**src/rtl/route_sequencer.sv**
```systemverilog
// route_sequencer: walks a preloaded route of turn codes node by node,
// handing each code to the turn executor and waiting for it to finish.
// Ports: clk_50, rst (sync, active-high);
//   wr_en/wr_addr/wr_data load route entries (IDLE only);
//   route_len + go start a route;
//   sensor_l/m/r line sensors (1 = on line);
//   turn_done executor ack;
//   turn_cmd/turn_start drive the executor;
//   busy/route_done/fault/step_idx report progress.
module route_sequencer #(
  parameter int DEPTH    = 16,
  parameter int AW       = 4,
  parameter int NODE_DEB = 1000,
  parameter int TIMEOUT  = 50000000
) (
  input  logic          clk_50,
  input  logic          rst,
  input  logic          wr_en,
  input  logic [AW-1:0] wr_addr,
  input  logic [2:0]    wr_data,
  input  logic [AW:0]   route_len,
  input  logic          go,
  input  logic          sensor_l,
  input  logic          sensor_m,
  input  logic          sensor_r,
  input  logic          turn_done,
  output logic [2:0]    turn_cmd,
  output logic          turn_start,
  output logic          busy,
  output logic          route_done,
  output logic          fault,
  output logic [AW:0]   step_idx
);

  localparam int DW = $clog2(NODE_DEB + 1);
  localparam int TW = $clog2(TIMEOUT + 1);

  localparam logic [DW-1:0] DEB_LAST =
    DW'(NODE_DEB - 1);
  localparam logic [TW-1:0] TO_LAST =
    TW'(TIMEOUT - 1);
  localparam logic [AW:0] LEN_MAX =
    (AW+1)'(DEPTH);

  localparam logic [2:0] C_STOP = 3'd0;
  localparam logic [2:0] C_FWD  = 3'd1;
  localparam logic [2:0] C_EXT  = 3'd4;

  typedef enum logic [2:0] {
    S_IDLE,
    S_FOLLOW,
    S_ISSUE,
    S_TURN,
    S_EXIT,
    S_FINISH,
    S_FAULT
  } state_t;

  state_t        r_state;
  state_t        w_next;

  logic [2:0]    r_mem [DEPTH];

  logic [DW-1:0] r_deb;
  logic [DW-1:0] w_deb;
  logic [TW-1:0] r_to;
  logic [AW:0]   r_len;
  logic [AW:0]   r_step;
  logic [AW:0]   w_step;

  logic [2:0]    r_turn_cmd;
  logic          r_turn_start;
  logic          r_busy;
  logic          r_route_done;
  logic          r_fault;

  logic [2:0]    w_cmd;
  logic          w_start;
  logic          w_busy;
  logic          w_done;
  logic          w_fault;

  logic          w_node;
  logic          w_go_ok;
  logic          w_to_hit;
  logic          w_timed;
  logic [2:0]    w_code;

  assign w_node   = sensor_l & sensor_m & sensor_r;
  assign w_go_ok  = go & (r_state == S_IDLE);
  assign w_to_hit = (r_to == TO_LAST);
  assign w_code   = r_mem[r_step[AW-1:0]];

  assign w_timed  = (r_state == S_FOLLOW) |
                    (r_state == S_TURN) |
                    (r_state == S_EXIT);

  assign turn_cmd   = r_turn_cmd;
  assign turn_start = r_turn_start;
  assign busy       = r_busy;
  assign route_done = r_route_done;
  assign fault      = r_fault;
  assign step_idx   = r_step;

  // Route memory has no reset: a route survives rst and can be replayed.
  always_ff @(posedge clk_50) begin
    if (wr_en && (r_state == S_IDLE)) begin
      r_mem[wr_addr] <= wr_data;
    end
  end

  always_ff @(posedge clk_50) begin
    if (rst) begin
      r_state      <= S_IDLE;
      r_deb        <= '0;
      r_to         <= '0;
      r_len        <= '0;
      r_step       <= '0;
      r_turn_cmd   <= C_STOP;
      r_turn_start <= 1'b0;
      r_busy       <= 1'b0;
      r_route_done <= 1'b0;
      r_fault      <= 1'b0;
    end else begin
      r_state <= w_next;
      r_deb   <= w_deb;
      r_step  <= w_step;

      if (w_go_ok) begin
        if (route_len > LEN_MAX) begin
          r_len <= LEN_MAX;
        end else begin
          r_len <= route_len;
        end
      end

      // Any state change restarts the wait budget.
      if (w_next != r_state) begin
        r_to <= '0;
      end else if (w_timed) begin
        r_to <= r_to + 1'b1;
      end else begin
        r_to <= '0;
      end

      r_turn_cmd   <= w_cmd;
      r_turn_start <= w_start;
      r_busy       <= w_busy;
      r_route_done <= w_done;
      r_fault      <= w_fault;
    end
  end

  // Completion events are tested before the timeout so that
  // a finish landing on the last budget cycle still wins.
  always_comb begin
    w_next = r_state;
    w_step = r_step;
    w_deb  = '0;
    unique case (r_state)
      S_IDLE: begin
        if (go) begin
          w_step = '0;
          if (route_len == '0) begin
            w_next = S_FINISH;
          end else begin
            w_next = S_FOLLOW;
          end
        end
      end
      S_FOLLOW: begin
        if (w_node && (r_deb == DEB_LAST)) begin
          w_next = S_ISSUE;
        end else begin
          if (w_node) begin
            w_deb = r_deb + 1'b1;
          end
          if (w_to_hit) begin
            w_next = S_FAULT;
          end
        end
      end
      S_ISSUE: begin
        if (w_code == C_STOP) begin
          w_next = S_FINISH;
        end else if (w_code > C_EXT) begin
          w_next = S_FAULT;
        end else begin
          w_next = S_TURN;
        end
      end
      S_TURN: begin
        if (turn_done) begin
          w_step = r_step + 1'b1;
          if (w_step == r_len) begin
            w_next = S_FINISH;
          end else begin
            w_next = S_EXIT;
          end
        end else if (w_to_hit) begin
          w_next = S_FAULT;
        end
      end
      S_EXIT: begin
        if (!w_node) begin
          w_next = S_FOLLOW;
        end else if (w_to_hit) begin
          w_next = S_FAULT;
        end
      end
      S_FINISH: w_next = S_IDLE;
      S_FAULT:  w_next = S_IDLE;
      default:  w_next = S_IDLE;
    endcase
  end

  // Outputs are decoded from the next state and registered,
  // so they line up with the state the block is entering.
  always_comb begin
    w_cmd   = C_STOP;
    w_start = 1'b0;
    w_busy  = 1'b0;
    w_done  = 1'b0;
    w_fault = r_fault;
    if (w_go_ok && (route_len != '0)) begin
      w_fault = 1'b0;
    end
    unique case (w_next)
      S_FOLLOW, S_ISSUE, S_EXIT: begin
        w_cmd  = C_FWD;
        w_busy = 1'b1;
      end
      S_TURN: begin
        // Code is captured on entry and held for the whole turn.
        if (r_state == S_TURN) begin
          w_cmd = r_turn_cmd;
        end else begin
          w_cmd = w_code;
        end
        w_start = 1'b1;
        w_busy  = 1'b1;
      end
      S_FINISH: w_done  = 1'b1;
      S_FAULT:  w_fault = 1'b1;
      default:  w_cmd   = C_STOP;
    endcase
  end

endmodule

```
**config.mk**
```make
export PLATFORM = sky130hd
export DESIGN_NAME = route_sequencer
export DESIGN_NICKNAME = d
export VERILOG_FILES = /design/src/rtl/route_sequencer.sv
export SDC_FILE = /design/constraint.sdc
export NUM_CORES = 1
export LEC_CHECK = 0
export CORE_MARGIN = 2
export CORE_UTILIZATION = 45
export DETAILED_ROUTE_END_ITERATION = 12
export PLACE_DENSITY = 0.73
export SLEW_MARGIN = 40
export SYNTH_ARGS = -nofsm -noshare
export SYNTH_HDL_FRONTEND = slang
export SYNTH_SLANG_ARGS = --single-unit
```
**constraint.sdc**
```tcl
create_clock -name clk_50 -period 3.2 [get_ports clk_50]
set_input_delay 0.64 -clock clk_50 [delete_from_list [all_inputs] [get_ports clk_50]]
set_output_delay 0.64 -clock clk_50 [all_outputs]
set_load 0.1 [all_outputs]
```
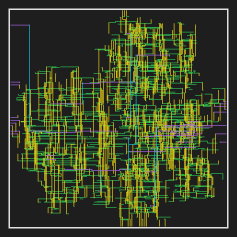
layers.png
Drawn at 2 px/um.
M3 -> purple  # wire length 398 um
M1 -> green  # wire length 4310 um
M4 -> cyan  # wire length 231 um
M2 -> yellow  # wire length 4780 um
Global Route Usage Sum: 17.7%
Total Wirelength: 9720 um
via count: 3395
WL/cell: 15.7 um

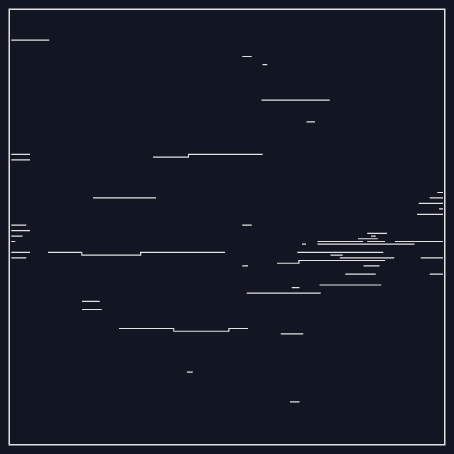
m3.png
Drawn at 4 px/um.
share of all routed wire = 4.1%
wire length on this layer = 398 um
main direction = horizontal
met3 usage: 4.64%

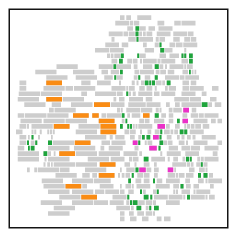
gates.png
Drawn at 2 px/um.
nand cells -> green  # cells 70
non-inverting ao/oa cells -> magenta  # cells 8
mux cells -> orange  # cells 16

==> GITHUB_STEP_SUMMARY <==
### Metrics collected by this job

| Metric | Value |
|---|---|
| Status | finished, final reports clean |
| Comb. pwr | 183 uW |
| Commonest flop | dfxtp_1 |
| Final clock-cell share | 3.25% |
| Starting DRC count in detailed routing | 194 |
| Mapped Area | a little under 5000 um^2 |
| First-pass GRT wire length | 16000 um |
| Tap cell count | 140 |
| Hold-fix buffers, CTS | 0 |
| Core Area | 10700 um^2 |
| Max FO, Critical Path | 8 |
| Part of the power in registers | 59.9% |
| CP required | 3.49 ns |
| Chip Area, Yosys | 4920 um^2 |
| Clock skew | 0.0195 ns |
| Clock Latency Late Sink | roughly 0.4 ns |
| Routed vias/inst | 5.50 |
| Synth flops | 108 |
| Worst Tran Pin Value | 0.639 ns |
| FMAX | ~320 MHz |
| Worst setup SP type | flip-flop |
| RSZ-0062 raised after global routing | true |
| TritonRoute pass-1 iters | 4 |
| Post-layout period usage | 97.1% |
| Max VDD drop | 0.000361 V |
| CTS tree | yes |
| Largest net degree at the start of global routing | 27 |
| Max Cap Violations | 0 |
| Clock buffers | 9 |
| Post-synth net total | 449 |
| Clock Tree Root | clkbuf_8 |
| Final Wtd Congestion | roughly 0.8 |
| Async S/R FF share, synth | 0% |
| CTS H-tree lvls | 3 |
| # setup viols final | 0 |
| Sw Pwr | 618 uW |
| Layout Nets | 497 |
| Fillers | ~960 |
| Yosys warns | 0 |
| # Cells Yosys | 424 |
| Die Area | 11800 um^2 |
| Seq/total area | 46.4% |
| IO buf count | 31 |
| CTS clock-pin slew for the worst setup and hold paths | 0.10 ns |
| Worst slew margin | between 50 and 60% |
| Initial antenna violation count | 0 |
| Largest Pwr Group | registers |
| Combinational share of cell area | 38.3% |
| FP Util | a little under half |
| Minimum clock period | 3.11 ns |
| Combinational gate area | 2180 um^2 |
| Reg area | 2650 um^2 |
| Hold path depth | 1 |
| Hold_ws | 0.472 ns |
| DIE WIDTH | 109 um |
| Worst setup EP type | flip-flop |
| MI comb cells | 292 |
| Register share after synthesis | 53.7% |
| Sequential power | 1460 uW |
| Max-slew violation count | 0 |
| Internal | 1820 uW |
| Synthesized area per cell | roughly 12 um^2 |
| Power share of the combinational group | 7.5% |
| TritonCTS Buffers | 9 |
| Residual DRC | 0 |
| Main area contributors after synthesis | edfxtp_1 29%, dfxtp_1 24%, mux4_2 6.4% |
| Signal buffers | 52 |
| Area delta synth->final | 16.0% |
| Post-layout util | 53.1% |
| Vias in the first global route | 3349 |
| Post-synth top area cell | edfxtp_1 |
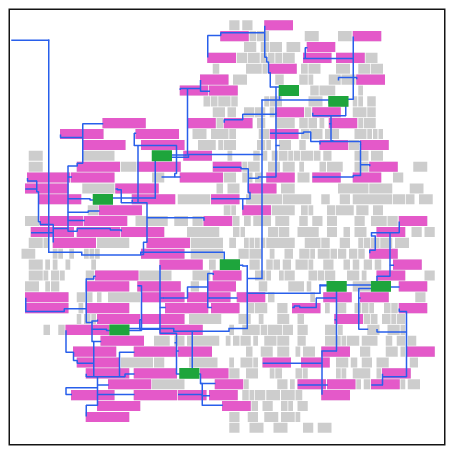
clock_wires.png
Drawn at 4 px/um.
clock wires -> blue  # length 1220 um
flip-flops -> magenta  # count 108
clock-net drivers -> green  # count 9
flops lie = spread over the die
routed clock nets = 10

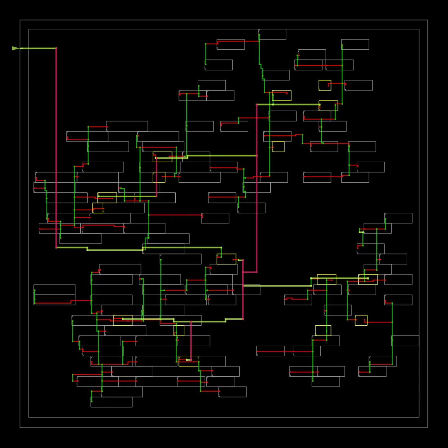
clock_nets.png
FF+latch count: 108
Clock Sinks: 108

==> layout by cell type, fill, tap and decap left out, drive strengths merged, types with 3 or more instances in the layout <==
master         netlist  final
a211oi               5      5
a21oi               19     19
and3                 9      9
buf                  6     33
clkbuf               9      9
clkdlybuf4s50        0     19
dfxtp               60     60
edfxtp              48     48
ha                   5      5
inv                  9     13
mux4                14     14
nand2               32     32
nand2b               4      4
nand3               17     17
nand3b               5      5
nand4               11     11
nor2                42     42
nor3                38     38
nor4                 5      5
o21ai                4      4
o31ai                6      6
or2                  3      3
or3                  4      4
or4                  3      3
xnor2               18     18
xor2                20     20
==> through the flow <==
stage	total power, uW	setup TNS (ns)	instances	setup slack (ns)	instance area, um^2
3_5_place_dp	1670	-1.73	598	-0.134	5430
2_1_floorplan	1600	0	424	0.0389	4930
3_3_place_gp	1660	-4.62	596	-0.190	5410
4_1_cts	2450	0	616	0.00270	5640
5_1_grt	2530	-0.0668	617	-0.0624	5700
6_report	2440	0	617	0.0933	5700
==> Yosys cell counts (all sizes together) (4+ instances only) <==
| library cell | count |
|---|---|
| or3 | 4 |
| xnor2 | 18 |
| nor2 | 42 |
| edfxtp | 48 |
| and3 | 9 |
| mux4 | 14 |
| o31ai | 6 |
| inv | 9 |
| nor4 | 5 |
| clkbuf | 9 |
| o21ai | 4 |
| dfxtp | 60 |
| nand3 | 17 |
| xor2 | 20 |
| nor3 | 38 |
| nand3b | 5 |
| ha | 5 |
| nand2 | 32 |
| a211oi | 5 |
| nand4 | 11 |
| nand2b | 4 |
| buf | 6 |
| a21oi | 19 |
==> routing by layer <==
metal	global-route usage [%]	up-vias	part of all wire, %
met5	0	-	0
met4	6.96	0	2.4
met3	4.64	17	4.1
met2	29.4	70	49
met1	21.9	1646	44
li1	-	1662	-
==> timing repair <==
item,CTS,global route
endpoints found under the setup margin,31,31
resized,2,13
setup buffers,2,1
pin swaps,3,4
==> worst max-delay path: stages (launching register included) <==
cell and delay (ns):
dfxtp_4 0.46, buf_6 0.12, buf_4 0.10, mux4_2 0.50, mux4_2 0.54, ha_4 0.19, a211oi_4 0.23, a21oi_2 0.07
o221ai_2 0.29, buf_4 0.18, nor3_1 0.05, o31ai_1 0.28
==> final timing paths <==
path	from	end	slack [ns]
worst max-delay path	flip-flop	turn_cmd[0]	0.09
worst min-delay path	r_deb[0]	r_deb[0]	0.47
worst max register to register	flip-flop	turn_cmd[0]	0.09
worst min register to register	r_deb[0]	r_deb[0]	0.47
==> logic make-up after synthesis <==
| logic type | after synthesis | share of synthesized area, % |
|---|---|---|
| muxes | 16 | 6.82 |
| adders and majority gates | 5 | 1.27 |
| and+or+nand+nor | 183 | 20.2 |
| xor gates and xnor gates | 38 | 6.77 |
| buffers and inverters | 24 | 3.00 |
| DFF | 108 | 53.7 |
| AOI/OAI and AO/OA | 50 | 8.22 |
==> state kept, by name, indices dropped and copies added, names as in the netlist, named ones only <==
| signal | flops |
|---|---|
| busy | 1 |
| fault | 1 |
| r_deb | 10 |
| r_len | 5 |
| r_mem | 48 |
| r_state | 3 |
| r_to | 26 |
| route_done | 1 |
| step_idx | 5 |
| turn_cmd | 3 |
| turn_start | 1 |
No activity file was given, so power comes from the tool's default toggle rates.
